m3.png
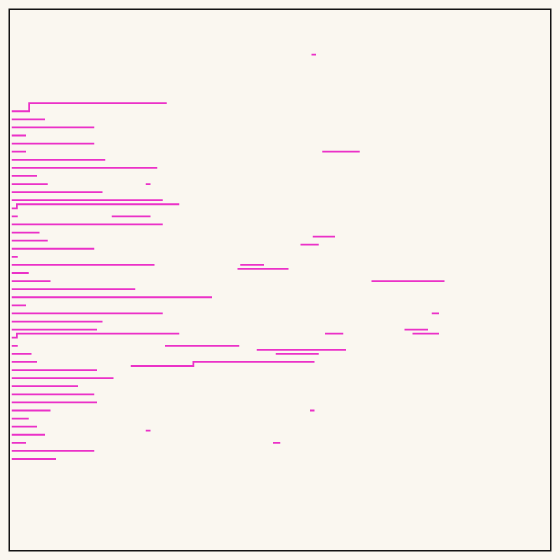
m2.png
Bar = 20 um.
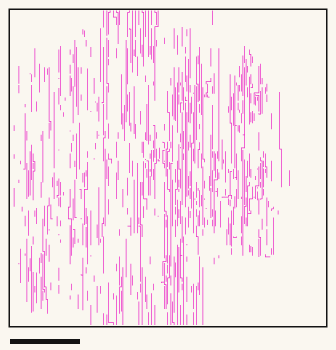
floorplan.png
Bar = 20 um. Pins as bars on the die edge.
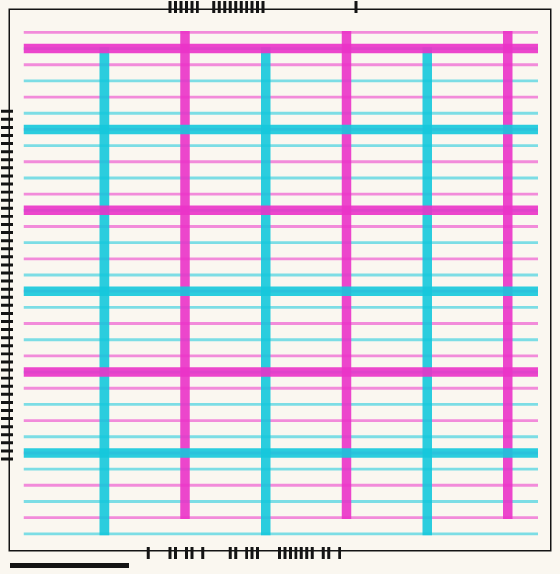
layers.png
Bar = 20 um. Only two layers are drawn.
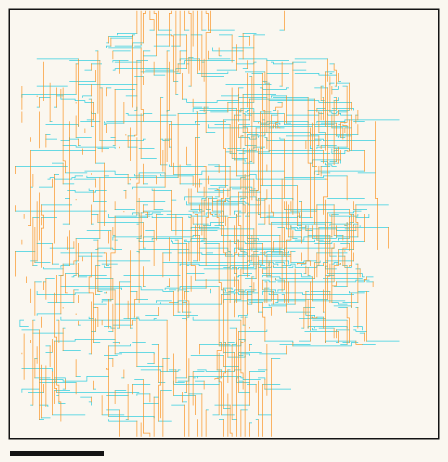
clock_nets.png
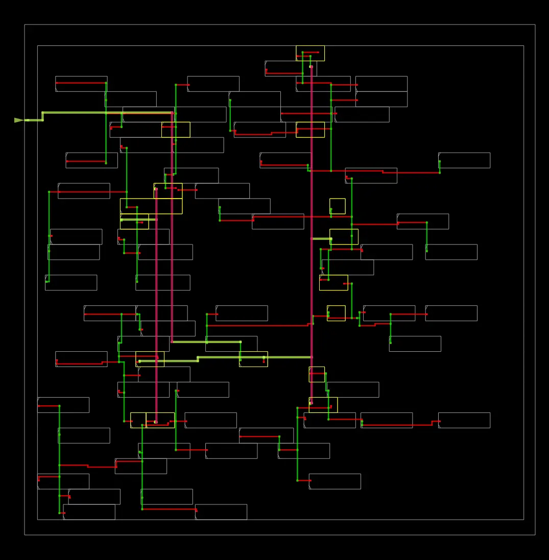
<file path="config.mk">
export PLATFORM = sky130hd
export DESIGN_NAME = ex_bus_cycle_sequencer_flat
export DESIGN_NICKNAME = d
export VERILOG_FILES = /design/src/rtl/ex_bus_pkg.sv /design/src/rtl/ex_bus_cycle_sequencer_if.sv /design/src/rtl/ex_bus_sync.sv /design/src/rtl/ex_bus_cycle_sequencer.sv /design/src/flat_wrapper.sv
export SDC_FILE = /design/constraint.sdc
export NUM_CORES = 1
export LEC_CHECK = 0
export CAP_MARGIN = 10
export CELL_PAD_IN_SITES_DETAIL_PLACEMENT = 0
export CELL_PAD_IN_SITES_GLOBAL_PLACEMENT = 1
export CORE_MARGIN = 2
export CORE_UTILIZATION = 40
export DETAILED_ROUTE_END_ITERATION = 10
export GPL_ROUTABILITY_DRIVEN = 0
export PLACE_DENSITY = 0.86
export SLEW_MARGIN = 5
export SYNTH_ARGS = -nofsm -noshare
export SYNTH_HDL_FRONTEND = slang
export SYNTH_SLANG_ARGS = --single-unit
</file>
<file path="constraint.sdc">
create_clock -name clk_108m -period 4.3 [get_ports clk_108m]
set_clock_uncertainty 0.05 [all_clocks]
set_input_delay 0.86 -clock clk_108m [delete_from_list [all_inputs] [get_ports clk_108m]]
set_output_delay 0.86 -clock clk_108m [all_outputs]
set_load 0.005 [all_outputs]
</file>
<file path="src/rtl/ex_bus_pkg.sv">
// ex_bus_pkg: shared types for the MSX cartridge bus cycle sequencer.
// FSM states, cycle-type codes, T-state counts and the bus output bundle.
package ex_bus_pkg;

    typedef enum logic [2:0] {
        ST_IDLE,
        ST_T1,
        ST_T2,
        ST_TW,
        ST_T3,
        ST_DONE
    } state_t;

    typedef logic [2:0] cyc_t;

    localparam cyc_t CYC_MEM_RD = 3'd0;
    localparam cyc_t CYC_MEM_WR = 3'd1;
    localparam cyc_t CYC_IO_RD  = 3'd2;
    localparam cyc_t CYC_IO_WR  = 3'd3;
    localparam cyc_t CYC_M1     = 3'd4;

    // Nominal cycle lengths in T-states with default forced waits.
    localparam int T_BASE = 3;
    localparam int T_MEM  = T_BASE;
    localparam int T_M1   = T_BASE + 1;
    localparam int T_IO   = T_BASE + 1;

    typedef struct packed {
        logic [15:0] addr;
        logic [7:0]  data_o;
        logic        data_oe;
        logic        reverse_n;
        logic        mreq_n;
        logic        iorq_n;
        logic        rd_n;
        logic        wr_n;
        logic        m1_n;
    } bus_out_t;

    localparam bus_out_t BUS_RESET = '{
        addr:      16'h0000,
        data_o:    8'h00,
        data_oe:   1'b0,
        reverse_n: 1'b1,
        mreq_n:    1'b1,
        iorq_n:    1'b1,
        rd_n:      1'b1,
        wr_n:      1'b1,
        m1_n:      1'b1
    };

    // M1 is only honoured on a plain memory read; anything else
    // degrades to the matching plain cycle.
    function automatic cyc_t cyc_decode(
        input logic io,
        input logic wr,
        input logic m1
    );
        cyc_t c;
        if (m1 && !io && !wr) c = CYC_M1;
        else if (io && wr)    c = CYC_IO_WR;
        else if (io)          c = CYC_IO_RD;
        else if (wr)          c = CYC_MEM_WR;
        else                  c = CYC_MEM_RD;
        return c;
    endfunction

    function automatic logic cyc_is_io(input cyc_t c);
        return (c == CYC_IO_RD) || (c == CYC_IO_WR);
    endfunction

    function automatic logic cyc_is_wr(input cyc_t c);
        return (c == CYC_MEM_WR) || (c == CYC_IO_WR);
    endfunction

    // Strobes idle, data pins released, address and data held.
    function automatic bus_out_t release_bus(input bus_out_t b);
        bus_out_t r;
        r           = b;
        r.mreq_n    = 1'b1;
        r.iorq_n    = 1'b1;
        r.rd_n      = 1'b1;
        r.wr_n      = 1'b1;
        r.m1_n      = 1'b1;
        r.data_oe   = 1'b0;
        r.reverse_n = 1'b1;
        return r;
    endfunction

endpackage

</file>
<file path="src/rtl/ex_bus_cycle_sequencer_if.sv">
// ex_bus_cycle_sequencer_if: internal request/ack handshake plus external
// cartridge bus pins. master = requester/slot side, slave = sequencer.
interface ex_bus_cycle_sequencer_if;

    logic        req;
    logic        req_io;
    logic        req_wr;
    logic        req_m1;
    logic [15:0] req_addr;
    logic [7:0]  req_wdata;
    logic        ack;
    logic        err;
    logic [7:0]  rdata;
    logic        busy;

    logic [15:0] ex_bus_addr;
    logic [7:0]  ex_bus_data_o;
    logic        ex_bus_data_oe;
    logic [7:0]  ex_bus_data_i;
    logic        ex_bus_data_reverse_n;
    logic        ex_bus_mreq_n;
    logic        ex_bus_iorq_n;
    logic        ex_bus_rd_n;
    logic        ex_bus_wr_n;
    logic        ex_bus_m1_n;
    logic        ex_bus_wait_n;

    modport master (
        output req, req_io, req_wr, req_m1, req_addr, req_wdata,
        input  ack, err, rdata, busy,
        input  ex_bus_addr, ex_bus_data_o, ex_bus_data_oe,
        input  ex_bus_data_reverse_n,
        input  ex_bus_mreq_n, ex_bus_iorq_n, ex_bus_rd_n,
        input  ex_bus_wr_n, ex_bus_m1_n,
        output ex_bus_data_i, ex_bus_wait_n
    );

    modport slave (
        input  req, req_io, req_wr, req_m1, req_addr, req_wdata,
        output ack, err, rdata, busy,
        output ex_bus_addr, ex_bus_data_o, ex_bus_data_oe,
        output ex_bus_data_reverse_n,
        output ex_bus_mreq_n, ex_bus_iorq_n, ex_bus_rd_n,
        output ex_bus_wr_n, ex_bus_m1_n,
        input  ex_bus_data_i, ex_bus_wait_n
    );

endinterface

</file>
<file path="src/rtl/ex_bus_sync.sv">
// ex_bus_sync: STAGES-deep flop synchronizer, resets to 1 (idle level).
// Ports: clk, rst (async high), d (async in), q (synced out).
module ex_bus_sync #(
    parameter int STAGES = 2
) (
    input  logic clk,
    input  logic rst,
    input  logic d,
    output logic q
);

    localparam int N = (STAGES < 2) ? 2 : STAGES;

    logic [N-1:0] ff;

    always_ff @(posedge clk or posedge rst) begin
        if (rst) ff <= '1;
        else     ff <= {ff[N-2:0], d};
    end

    assign q = ff[N-1];

endmodule

</file>
<file path="src/rtl/ex_bus_cycle_sequencer.sv">
// ex_bus_cycle_sequencer: runs one Z80-style mem/io/M1 cycle on the MSX
// cartridge bus per request. Ports: clk_108m, reset (async high),
// clk_enable_3m6 (T-state strobe), bus (request side + ex_bus pins).
module ex_bus_cycle_sequencer #(
    parameter int SYNC_STAGES = 2,
    parameter int M1_WAITS    = 1,
    parameter int IO_WAITS    = 1,
    parameter int TIMEOUT_T   = 255
) (
    input  logic                          clk_108m,
    input  logic                          reset,
    input  logic                          clk_enable_3m6,
    ex_bus_cycle_sequencer_if.slave       bus
);

    import ex_bus_pkg::*;

    localparam logic [7:0] M1_W   = 8'(M1_WAITS);
    localparam logic [7:0] IO_W   = 8'(IO_WAITS);
    localparam logic [7:0] TO_MAX = 8'(TIMEOUT_T);

    state_t     state_q, state_d;
    cyc_t       cyc_q, cyc_d;
    logic [7:0] wcnt_q, wcnt_d;
    logic [7:0] tocnt_q, tocnt_d;
    bus_out_t   bo_q, bo_d;
    logic       ack_q, ack_d;
    logic       err_q, err_d;
    logic       busy_q, busy_d;
    logic [7:0] rdata_q, rdata_d;
    logic       wait_s;

    ex_bus_sync #(
        .STAGES (SYNC_STAGES)
    ) u_sync (
        .clk (clk_108m),
        .rst (reset),
        .d   (bus.ex_bus_wait_n),
        .q   (wait_s)
    );

    always_ff @(posedge clk_108m or posedge reset) begin
        if (reset) begin
            state_q <= ST_IDLE;
            cyc_q   <= CYC_MEM_RD;
            wcnt_q  <= 8'd0;
            tocnt_q <= 8'd0;
            bo_q    <= BUS_RESET;
            ack_q   <= 1'b0;
            err_q   <= 1'b0;
            busy_q  <= 1'b0;
            rdata_q <= 8'h00;
        end else begin
            state_q <= state_d;
            cyc_q   <= cyc_d;
            wcnt_q  <= wcnt_d;
            tocnt_q <= tocnt_d;
            bo_q    <= bo_d;
            ack_q   <= ack_d;
            err_q   <= err_d;
            busy_q  <= busy_d;
            rdata_q <= rdata_d;
        end
    end

    always_comb begin
        state_d = state_q;
        cyc_d   = cyc_q;
        wcnt_d  = wcnt_q;
        tocnt_d = tocnt_q;
        bo_d    = bo_q;
        ack_d   = 1'b0;
        err_d   = err_q;
        busy_d  = busy_q;
        rdata_d = rdata_q;

        unique case (state_q)
            ST_IDLE: begin
                if (clk_enable_3m6 && bus.req) begin
                    cyc_d     = cyc_decode(bus.req_io, bus.req_wr,
                                           bus.req_m1);
                    bo_d.addr = bus.req_addr;
                    bo_d.m1_n = (cyc_d != CYC_M1);
                    if (cyc_is_wr(cyc_d)) begin
                        bo_d.reverse_n = 1'b0;
                        bo_d.data_oe   = 1'b1;
                        bo_d.data_o    = bus.req_wdata;
                    end
                    busy_d  = 1'b1;
                    err_d   = 1'b0;
                    state_d = ST_T1;
                end
            end
            ST_T1: begin
                if (clk_enable_3m6) begin
                    if (cyc_is_io(cyc_q)) bo_d.iorq_n = 1'b0;
                    else                  bo_d.mreq_n = 1'b0;
                    if (cyc_is_wr(cyc_q)) bo_d.wr_n = 1'b0;
                    else                  bo_d.rd_n = 1'b0;
                    if (cyc_q == CYC_M1)        wcnt_d = M1_W;
                    else if (cyc_is_io(cyc_q))  wcnt_d = IO_W;
                    else                        wcnt_d = 8'd0;
                    tocnt_d = 8'd0;
                    state_d = ST_T2;
                end
            end
            ST_T2, ST_TW: begin
                if (clk_enable_3m6) begin
                    if (wcnt_q != 8'd0) begin
                        // Forced waits never count toward the timeout.
                        wcnt_d  = wcnt_q - 8'd1;
                        state_d = ST_TW;
                    end else if (!wait_s) begin
                        if (tocnt_q == TO_MAX) begin
                            bo_d    = release_bus(bo_q);
                            err_d   = 1'b1;
                            ack_d   = 1'b1;
                            busy_d  = 1'b0;
                            state_d = ST_DONE;
                        end else begin
                            tocnt_d = tocnt_q + 8'd1;
                            state_d = ST_TW;
                        end
                    end else begin
                        state_d = ST_T3;
                    end
                end
            end
            ST_T3: begin
                if (clk_enable_3m6) begin
                    if (!cyc_is_wr(cyc_q)) rdata_d = bus.ex_bus_data_i;
                    bo_d    = release_bus(bo_q);
                    ack_d   = 1'b1;
                    busy_d  = 1'b0;
                    state_d = ST_DONE;
                end
            end
            ST_DONE: begin
                state_d = ST_IDLE;
            end
            default: begin
                state_d = ST_IDLE;
            end
        endcase
    end

    assign bus.ack                   = ack_q;
    assign bus.err                   = err_q;
    assign bus.rdata                 = rdata_q;
    assign bus.busy                  = busy_q;
    assign bus.ex_bus_addr           = bo_q.addr;
    assign bus.ex_bus_data_o         = bo_q.data_o;
    assign bus.ex_bus_data_oe        = bo_q.data_oe;
    assign bus.ex_bus_data_reverse_n = bo_q.reverse_n;
    assign bus.ex_bus_mreq_n         = bo_q.mreq_n;
    assign bus.ex_bus_iorq_n         = bo_q.iorq_n;
    assign bus.ex_bus_rd_n           = bo_q.rd_n;
    assign bus.ex_bus_wr_n           = bo_q.wr_n;
    assign bus.ex_bus_m1_n           = bo_q.m1_n;

endmodule
</file>
<file path="src/flat_wrapper.sv">
// flat-port wrapper written by rule: the top's interface ports become plain ports
module ex_bus_cycle_sequencer_flat import ex_bus_pkg::*;
#(
    parameter int SYNC_STAGES = 2,
    parameter int M1_WAITS    = 1,
    parameter int IO_WAITS    = 1,
    parameter int TIMEOUT_T   = 255
)
  (clk_108m, reset, clk_enable_3m6, bus_req, bus_req_io, bus_req_wr, bus_req_m1, bus_req_addr, bus_req_wdata, bus_ack, bus_err, bus_rdata, bus_busy, bus_ex_bus_addr, bus_ex_bus_data_o, bus_ex_bus_data_oe, bus_ex_bus_data_reverse_n, bus_ex_bus_mreq_n, bus_ex_bus_iorq_n, bus_ex_bus_rd_n, bus_ex_bus_wr_n, bus_ex_bus_m1_n, bus_ex_bus_data_i, bus_ex_bus_wait_n);
  ex_bus_cycle_sequencer_if bus_i ();
  input  logic clk_108m;
  input  logic reset;
  input  logic clk_enable_3m6;
  input wire logic [$bits(bus_i.req)-1:0] bus_req;
  input wire logic [$bits(bus_i.req_io)-1:0] bus_req_io;
  input wire logic [$bits(bus_i.req_wr)-1:0] bus_req_wr;
  input wire logic [$bits(bus_i.req_m1)-1:0] bus_req_m1;
  input wire logic [$bits(bus_i.req_addr)-1:0] bus_req_addr;
  input wire logic [$bits(bus_i.req_wdata)-1:0] bus_req_wdata;
  output wire logic [$bits(bus_i.ack)-1:0] bus_ack;
  output wire logic [$bits(bus_i.err)-1:0] bus_err;
  output wire logic [$bits(bus_i.rdata)-1:0] bus_rdata;
  output wire logic [$bits(bus_i.busy)-1:0] bus_busy;
  output wire logic [$bits(bus_i.ex_bus_addr)-1:0] bus_ex_bus_addr;
  output wire logic [$bits(bus_i.ex_bus_data_o)-1:0] bus_ex_bus_data_o;
  output wire logic [$bits(bus_i.ex_bus_data_oe)-1:0] bus_ex_bus_data_oe;
  output wire logic [$bits(bus_i.ex_bus_data_reverse_n)-1:0] bus_ex_bus_data_reverse_n;
  output wire logic [$bits(bus_i.ex_bus_mreq_n)-1:0] bus_ex_bus_mreq_n;
  output wire logic [$bits(bus_i.ex_bus_iorq_n)-1:0] bus_ex_bus_iorq_n;
  output wire logic [$bits(bus_i.ex_bus_rd_n)-1:0] bus_ex_bus_rd_n;
  output wire logic [$bits(bus_i.ex_bus_wr_n)-1:0] bus_ex_bus_wr_n;
  output wire logic [$bits(bus_i.ex_bus_m1_n)-1:0] bus_ex_bus_m1_n;
  input wire logic [$bits(bus_i.ex_bus_data_i)-1:0] bus_ex_bus_data_i;
  input wire logic [$bits(bus_i.ex_bus_wait_n)-1:0] bus_ex_bus_wait_n;
  assign bus_i.req = bus_req;
  assign bus_i.req_io = bus_req_io;
  assign bus_i.req_wr = bus_req_wr;
  assign bus_i.req_m1 = bus_req_m1;
  assign bus_i.req_addr = bus_req_addr;
  assign bus_i.req_wdata = bus_req_wdata;
  assign bus_ack = bus_i.ack;
  assign bus_err = bus_i.err;
  assign bus_rdata = bus_i.rdata;
  assign bus_busy = bus_i.busy;
  assign bus_ex_bus_addr = bus_i.ex_bus_addr;
  assign bus_ex_bus_data_o = bus_i.ex_bus_data_o;
  assign bus_ex_bus_data_oe = bus_i.ex_bus_data_oe;
  assign bus_ex_bus_data_reverse_n = bus_i.ex_bus_data_reverse_n;
  assign bus_ex_bus_mreq_n = bus_i.ex_bus_mreq_n;
  assign bus_ex_bus_iorq_n = bus_i.ex_bus_iorq_n;
  assign bus_ex_bus_rd_n = bus_i.ex_bus_rd_n;
  assign bus_ex_bus_wr_n = bus_i.ex_bus_wr_n;
  assign bus_ex_bus_m1_n = bus_i.ex_bus_m1_n;
  assign bus_i.ex_bus_data_i = bus_ex_bus_data_i;
  assign bus_i.ex_bus_wait_n = bus_ex_bus_wait_n;
  ex_bus_cycle_sequencer #(.SYNC_STAGES(SYNC_STAGES), .M1_WAITS(M1_WAITS), .IO_WAITS(IO_WAITS), .TIMEOUT_T(TIMEOUT_T)) u_core (.clk_108m(clk_108m), .reset(reset), .clk_enable_3m6(clk_enable_3m6), .bus(bus_i));
endmodule
</file>
==> run notes <==
flow finished, numbers: Crit Path Class=in2reg, Netlist Area Pre-Place=around 3000 um2, status=complete, no violations, RSZ-0062 raised after global routing=no, tool warnings=27, first-pass GRT wire length=approximately 12 mm, logic share of the area=between 30% and 40%, number of I/O pins=82, CP Max Fanout=11, nature of the critical path startpoint=primary input, postcts setup bufs=0, number of enable flip-flop cells=0, number of cells in Yosys stat=roughly 270, distinct lib cells=37, Longest Clk Path Bufs=2, critical-path cell with the highest stage delay=clkdlybuf4s50_1, most frequent logic cell in the layout=clkdlybuf4s50_1, Seq pwr share=about two fifths, WP data required=roughly 4500 ps, TAP cells=slightly below 100, largest net degree at the start of global routing=roughly 52, final hold vios=0, Top pwr grp=sequential cells, Syn Area/Cell=roughly 11 um2, sequential cell area share=roughly two fifths, vias per cell=between 5 and 6, Hold Crit Endpoint=u_core.u_sync.ff[1]$_DFF_PP1_, final setup margin=~1700 ps, Sw Share=between 30% and 40%, # nets final=about 400
Back to the opening pictures, m3.png:
- main direction: horizontal
- longest straight run: 33.4 um
- nets with wire on the layer: 57
- share of all routed wire: 9.0%
total vias in the final route: 2403
GR Util met3: 7.429%

Back to the opening pictures, m2.png:
- nets with wire on the layer: 355
- longest straight run: 32.3 um
- share of all routed wire: 47%
- main direction: vertical
WL final: 7.094 mm
M2 GR Usage: 28.61%

Back to the opening pictures, floorplan.png:
- cyan: VSS
- magenta: VDD
- met5 straps: 6
- signal pins: 82
- met4 straps: 6
- met1 rails: 32
Core ar.: 7292 um2
Peak VDD IR: 0.0003296 V
Die W: 90.81 um
Die Span Y: 90.81 um

Back to the opening pictures, layers.png:
- orange: M2 (wire length 3340 um)
- cyan: M1 (wire length 2970 um)
routed len/inst: 15.42 um
All-Layer GR Usage: 18.30%

Back to the opening pictures, clock_nets.png:
clk sinks: 66
clk_lat worst skew: 350 ps
flip-flops: 66
layout clock buffer count: 11

cells by family (layout without fill, tap and decap cells):
logic type      count (synthesis)  count (layout)  share of synthesized area, %
flops                          66              66                         55.13
mux                            33              33                         12.33
buf+inv                        21             108                         2.989
compound gates                 64              64                         13.16
simple gates                   87              87                         15.15
fa+ha+maj                       3               3                         1.245
metal layers:
metal	track usage (%)	vias to the layer above	part of all wire [%]
met3	7.429	10	9.0
met4	8.207	0	2.0
met1	22.25	1172	42
met5	0	-	0
met2	28.61	79	47
li1	-	1142	-
through the flow:
step / utilization, % / cell area [um2]
global placement: 53.60 / 3909
detailed placement: 53.60 / 3909
CTS: 56.52 / 4121
floorplan: - / 3014
global route: 56.52 / 4121
finish: 56.52 / 4121
Power and IR drop assume default switching activity.
